Run 1, zoomed window:
Region (95, 170) to (125, 200) um. Cells in gray, sequential cells in the stronger gray; small squares are vias.
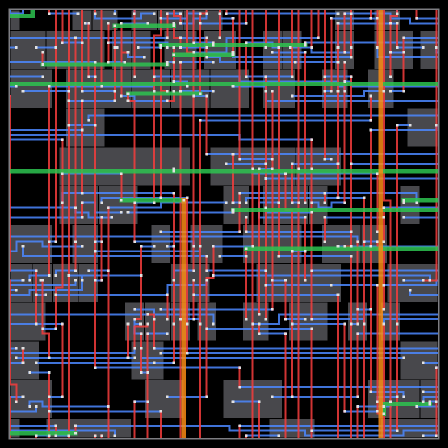
Run 1, signal wires by layer:
(1.5 px per um) Only two layers are drawn.
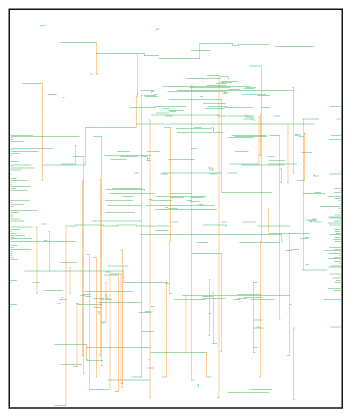
Run 1, logic cells by family:
(2 px per um)
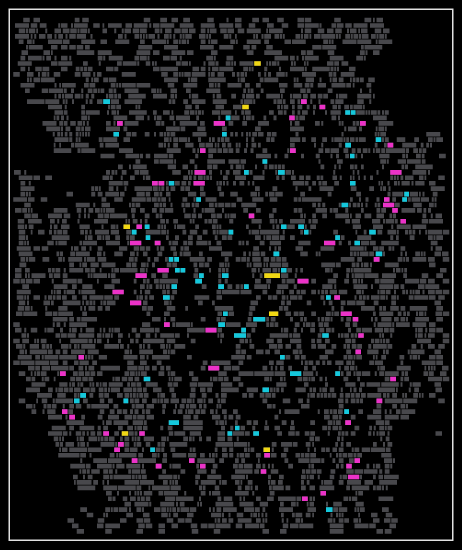
==> config.mk <==
export PLATFORM = sky130hd
export DESIGN_NAME = hilo_mul_ctrl
export DESIGN_NICKNAME = d
export VERILOG_FILES = /design/src/rtl/hilo_mul_ctrl.sv
export SDC_FILE = /design/constraint.sdc
export NUM_CORES = 1
export LEC_CHECK = 0
export CORE_ASPECT_RATIO = 1.2
export CORE_UTILIZATION = 30
export DETAILED_ROUTE_END_ITERATION = 10
export PLACE_DENSITY = 0.52
export REMOVE_ABC_BUFFERS = 1
export SETUP_SLACK_MARGIN = 0.2
export SLEW_MARGIN = 15
export SYNTH_ARGS = -nofsm -noshare
export SYNTH_HDL_FRONTEND = slang
export SYNTH_SLANG_ARGS = --single-unit
==> constraint.sdc <==
create_clock -name clk -period 3.2 [get_ports clk]
set_input_delay 0.64 -clock clk [delete_from_list [all_inputs] [get_ports clk]]
set_output_delay 0.64 -clock clk [all_outputs]
set_load 0.005 [all_outputs]
==> reports/results.ini, run 1 <==
[critical_path]
crit_type=flip-flop to flip-flop
crit_required_ps=3680
crit_arrival_ps=3790
r2r_slack_ps=-120
ff2ff_path_depth=15
worst_setup_path_start_kind=flip-flop

[yosys]
yosys.area_share.adder_pct=9.87
logic_family=AND-OR/OR-AND gates
syn_area_um2=17300
compound_area_share_pct=31.1
synthFlopType=dfxtp_1
synth-simple-area-share_pct=24.7
synth-edff-count=0
yosysMostFrequentCell=nand2_1
synth-xor-area-share_pct=2.99
ys_seq_share_pct=24.1
synth-cells-yosys=2452

[layout]
nNetsFinal=3341
final_area_um2=26800
drive_above_1_share_pct=26.8
area_delta_synth_final_pct=55.5
postLayoutCoreUtil_pct=47.6
lay_top_cells=445 x buf_4, 437 x nand2_1, 266 x clkdlybuf4s50_1
largest_reg_flops=64

[final_timing]
layout_min_cycle_time_ps=3320
hold_ws_ps=462
skew_ps=21.7
fmax_ghz=0.301
tightest_slew_ps=951
setup_slack_ps=-119
finalSetupViolCount=8
rsz0062_at_grt=true
final.setup.tns_ps=-499

[detailed_routing]
highest_layer=met4
postRouteAntennaNets=0
vias=20500
firstDrtPassIters=5
wl_met2_um=37600

[global_routing]
grt_busiest_layer=met2
grt_use_met2_pct=45.4
gr-total-overflow=0
grt_pass1_vias=20500
grt_antenna_before_repair=0
grt_start_max_net_pins=80
grt_first_pass_wirelength_um=123000
grt_use_met1_pct=34.3

[cts]
cts_buffers=28
hold_buffers=0
clockBufferDepth=3
cts_tree=done
cts_setup_buffers=30
cts.htree.levels=1

[outcome]
status=finished with violations
violations=negative setup slack

[die]
io_pins=269
chipArea_um2=58500
chipHeight_um=265
fp-utilization_pct=30.6
core_um2=56500

[placement]
dp_hpwl_um=61700
portBuffers=268

[power]
p_int_mw=5.31
vdd.ir_drop.worst_mv=0.340
powerSeq_mw=2.66
cellLeakagePower_nw=11.0
p_clk_share_pct=43.1

[run]
tool_warnings=95
drv_cap=0

[hold_path]
hold_depth=2

-- 'zoomed window' (at the start) --
legend:
  red:
    layer: M2
  green:
    layer: M3
  orange:
    layer: M4
  blue:
    layer: M1
sequential cells in the window: 0
cells with their middle in the window: 68
most frequent: buf_4 (8), nor2_1 (7)

-- 'signal wires by layer' (at the start) --
legend:
  orange:
    layer: M4
    wire_length: 3,530 um
  green:
    layer: M3
    wire_length: 3,680 um
DRT Wirelength: 80,200 um
gr usage total: 26.8%

-- 'logic cells by family' (at the start) --
legend:
  magenta:
    family: xor and xnor cells
    cells: 59
    where: all over the die
  yellow:
    family: mux cells
    cells: 7
  cyan:
    family: non-inverting ao/oa cells
    cells: 64
highest-count logic cell in the final layout: buf_4
Comb area share: 51.2%
fin cells: 3,814

[run 1: cell type report]
cell class / instances / area [um^2]
Fill cell: 5542 / 29600
Multi-Input combinational cell: 1944 / 13700
Timing Repair Buffer: 753 / 6600
Sequential cell: 208 / 4180
Tap cell: 727 / 910
Clock buffer: 41 / 820
Inverter: 134 / 503
Clock inverter: 7 / 98.8
[run 1: critical path, stage by stage, from the launching register on]
cell and delay (ps):
dfxtp_2 330, inv_2 40, ha_4 260, nor4_4 310, or4b_4 520, a21oi_4 220, o32ai_4 130, buf_4 160
buf_6 110, nand3b_4 80, a31oi_4 120, o21ai_2 200, nand2_2 100, a21oi_4 210, a2111oi_2 90, a211o_2 330
==> inputs of run 2 (changes only) <==
Settings changed: CTS_BUF_LIST set to sky130_fd_sc_hd__clkbuf_2 sky130_fd_sc_hd__clkbuf_4 sky130_fd_sc_hd__clkbuf_8.
==> reports/results.ini, run 2 <==
[detailed_routing]
wl_met2_um=38100
firstDrtPassIters=5
highest_layer=met4

[die]
n_tap_cell=727
fp-utilization_pct=30.6
chipHeight_um=265
core_um2=56500
chipArea_um2=58500
io_pins=269

[yosys]
synthFlopType=dfxtp_1
syn_area_um2=17300
synth-cells-yosys=2452

[layout]
lay_top_cells=453 x buf_4, 437 x nand2_1, 266 x clkdlybuf4s50_1
comb_share_pct=51.0
n_all_buffers=770
seq_area_um2=4190
drive_above_1_share_pct=28.5
seq_cells=208
n_clock_buffer=63
combGateArea_um2=13800
final_area_um2=27100
stdcell_count=3855
fillers=5577
nNetsFinal=3372
sh_seq_area_pct=15.5
final_common_cell=buf_4
bufAreaShareNonClock_pct=25.0

[global_routing]
grt_use_met2_pct=45.8
grt_pass1_vias=20800
gr-total-overflow=0
gr-usage-all-layers_pct=27.0
grt_antenna_before_repair=1

[power]
powerSeq_mw=2.66
p_clk_share_pct=42.0
vdd.ir_drop.worst_mv=0.322
cellLeakagePower_nw=11.1
p_int_mw=5.18

[critical_path]
critPathTopFamily=AND-OR/OR-AND gates
crit_arrival_ps=3890
ff2ff_path_depth=17
cp_num_buf_inv=6
crit_required_ps=3730
crit_type=flip-flop to flip-flop
cpMostUsedCell=buf_6
max_stage_delay_ps=520
slowest_stage=or4b_4
cp.depth=17

[final_timing]
setup_slack_ps=-153
fmax_ghz=0.298
finalSetupViolCount=8
final.setup.tns_ps=-520
rsz0062_at_grt=true
layout_min_cycle_time_ps=3350

[cts]
hold_buffers=0
cts_tree=done
cts_buffers=42
cts_setup_buffers=33
clockBufferDepth=3

[placement]
dp_hpwl_um=61700
portBuffers=268

[outcome]
violations=negative setup slack
status=finished with violations

## run 2: worst register-to-register path: stages, from the launching register on
cell       delay [ps]
dfxtp_2           340
inv_2              50
ha_4              230
buf_6             130
buf_6             110
buf_6             100
or4b_4            520
a21oi_4           230
o32ai_4           150
buf_4             160
buf_6             110
nand3b_4           80
a31oi_4           130
o21ai_4           190
nand2_2           100
a21oi_4           250
a2111oi_2         100
a211o_2           280
## run 2: logic make-up after synthesis
kind of cell             Yosys count  share of synthesized area (%)
AND-OR/OR-AND                    803                           31.1
buffers and inverters            300                           6.81
flip-flops                       208                           24.1
AND/OR/NAND/NOR                  940                           24.7
XOR/XNOR                          59                           2.99
adder cells (fa/ha/maj)          135                           9.87
multiplexers                       7                          0.406
Run 2, zoomed window:
Region (95, 170) to (125, 200) um. Cells in gray, sequential cells in the stronger gray; small squares are vias.
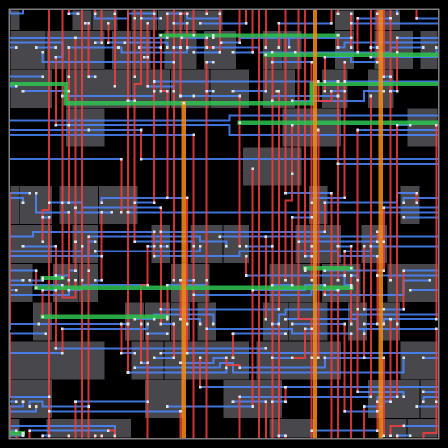
legend:
  green:
    layer: M3
  orange:
    layer: M4
  red:
    layer: M2
  blue:
    layer: M1
most frequent: buf_4 (9), nor2_1 (7)
sequential cells in the window: 0
cells with their middle in the window: 70

Run 2, metal 1:
(1.5 px per um) Supply wires on this layer in gray.
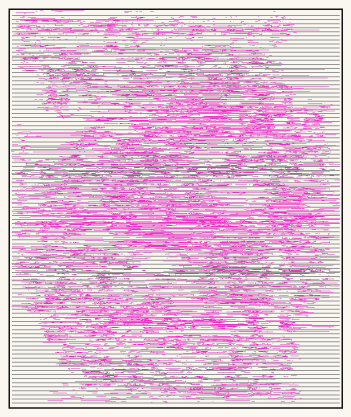
longest straight run: 94.3 um
main direction: horizontal
wire length on this layer: 35.4 mm
share of all routed wire: 44%
nets with wire on the layer: 3,115
met1 layer usage reported by global route: 34.4%
DRT Wirelength: 80,800 um
routed vias: 20,600

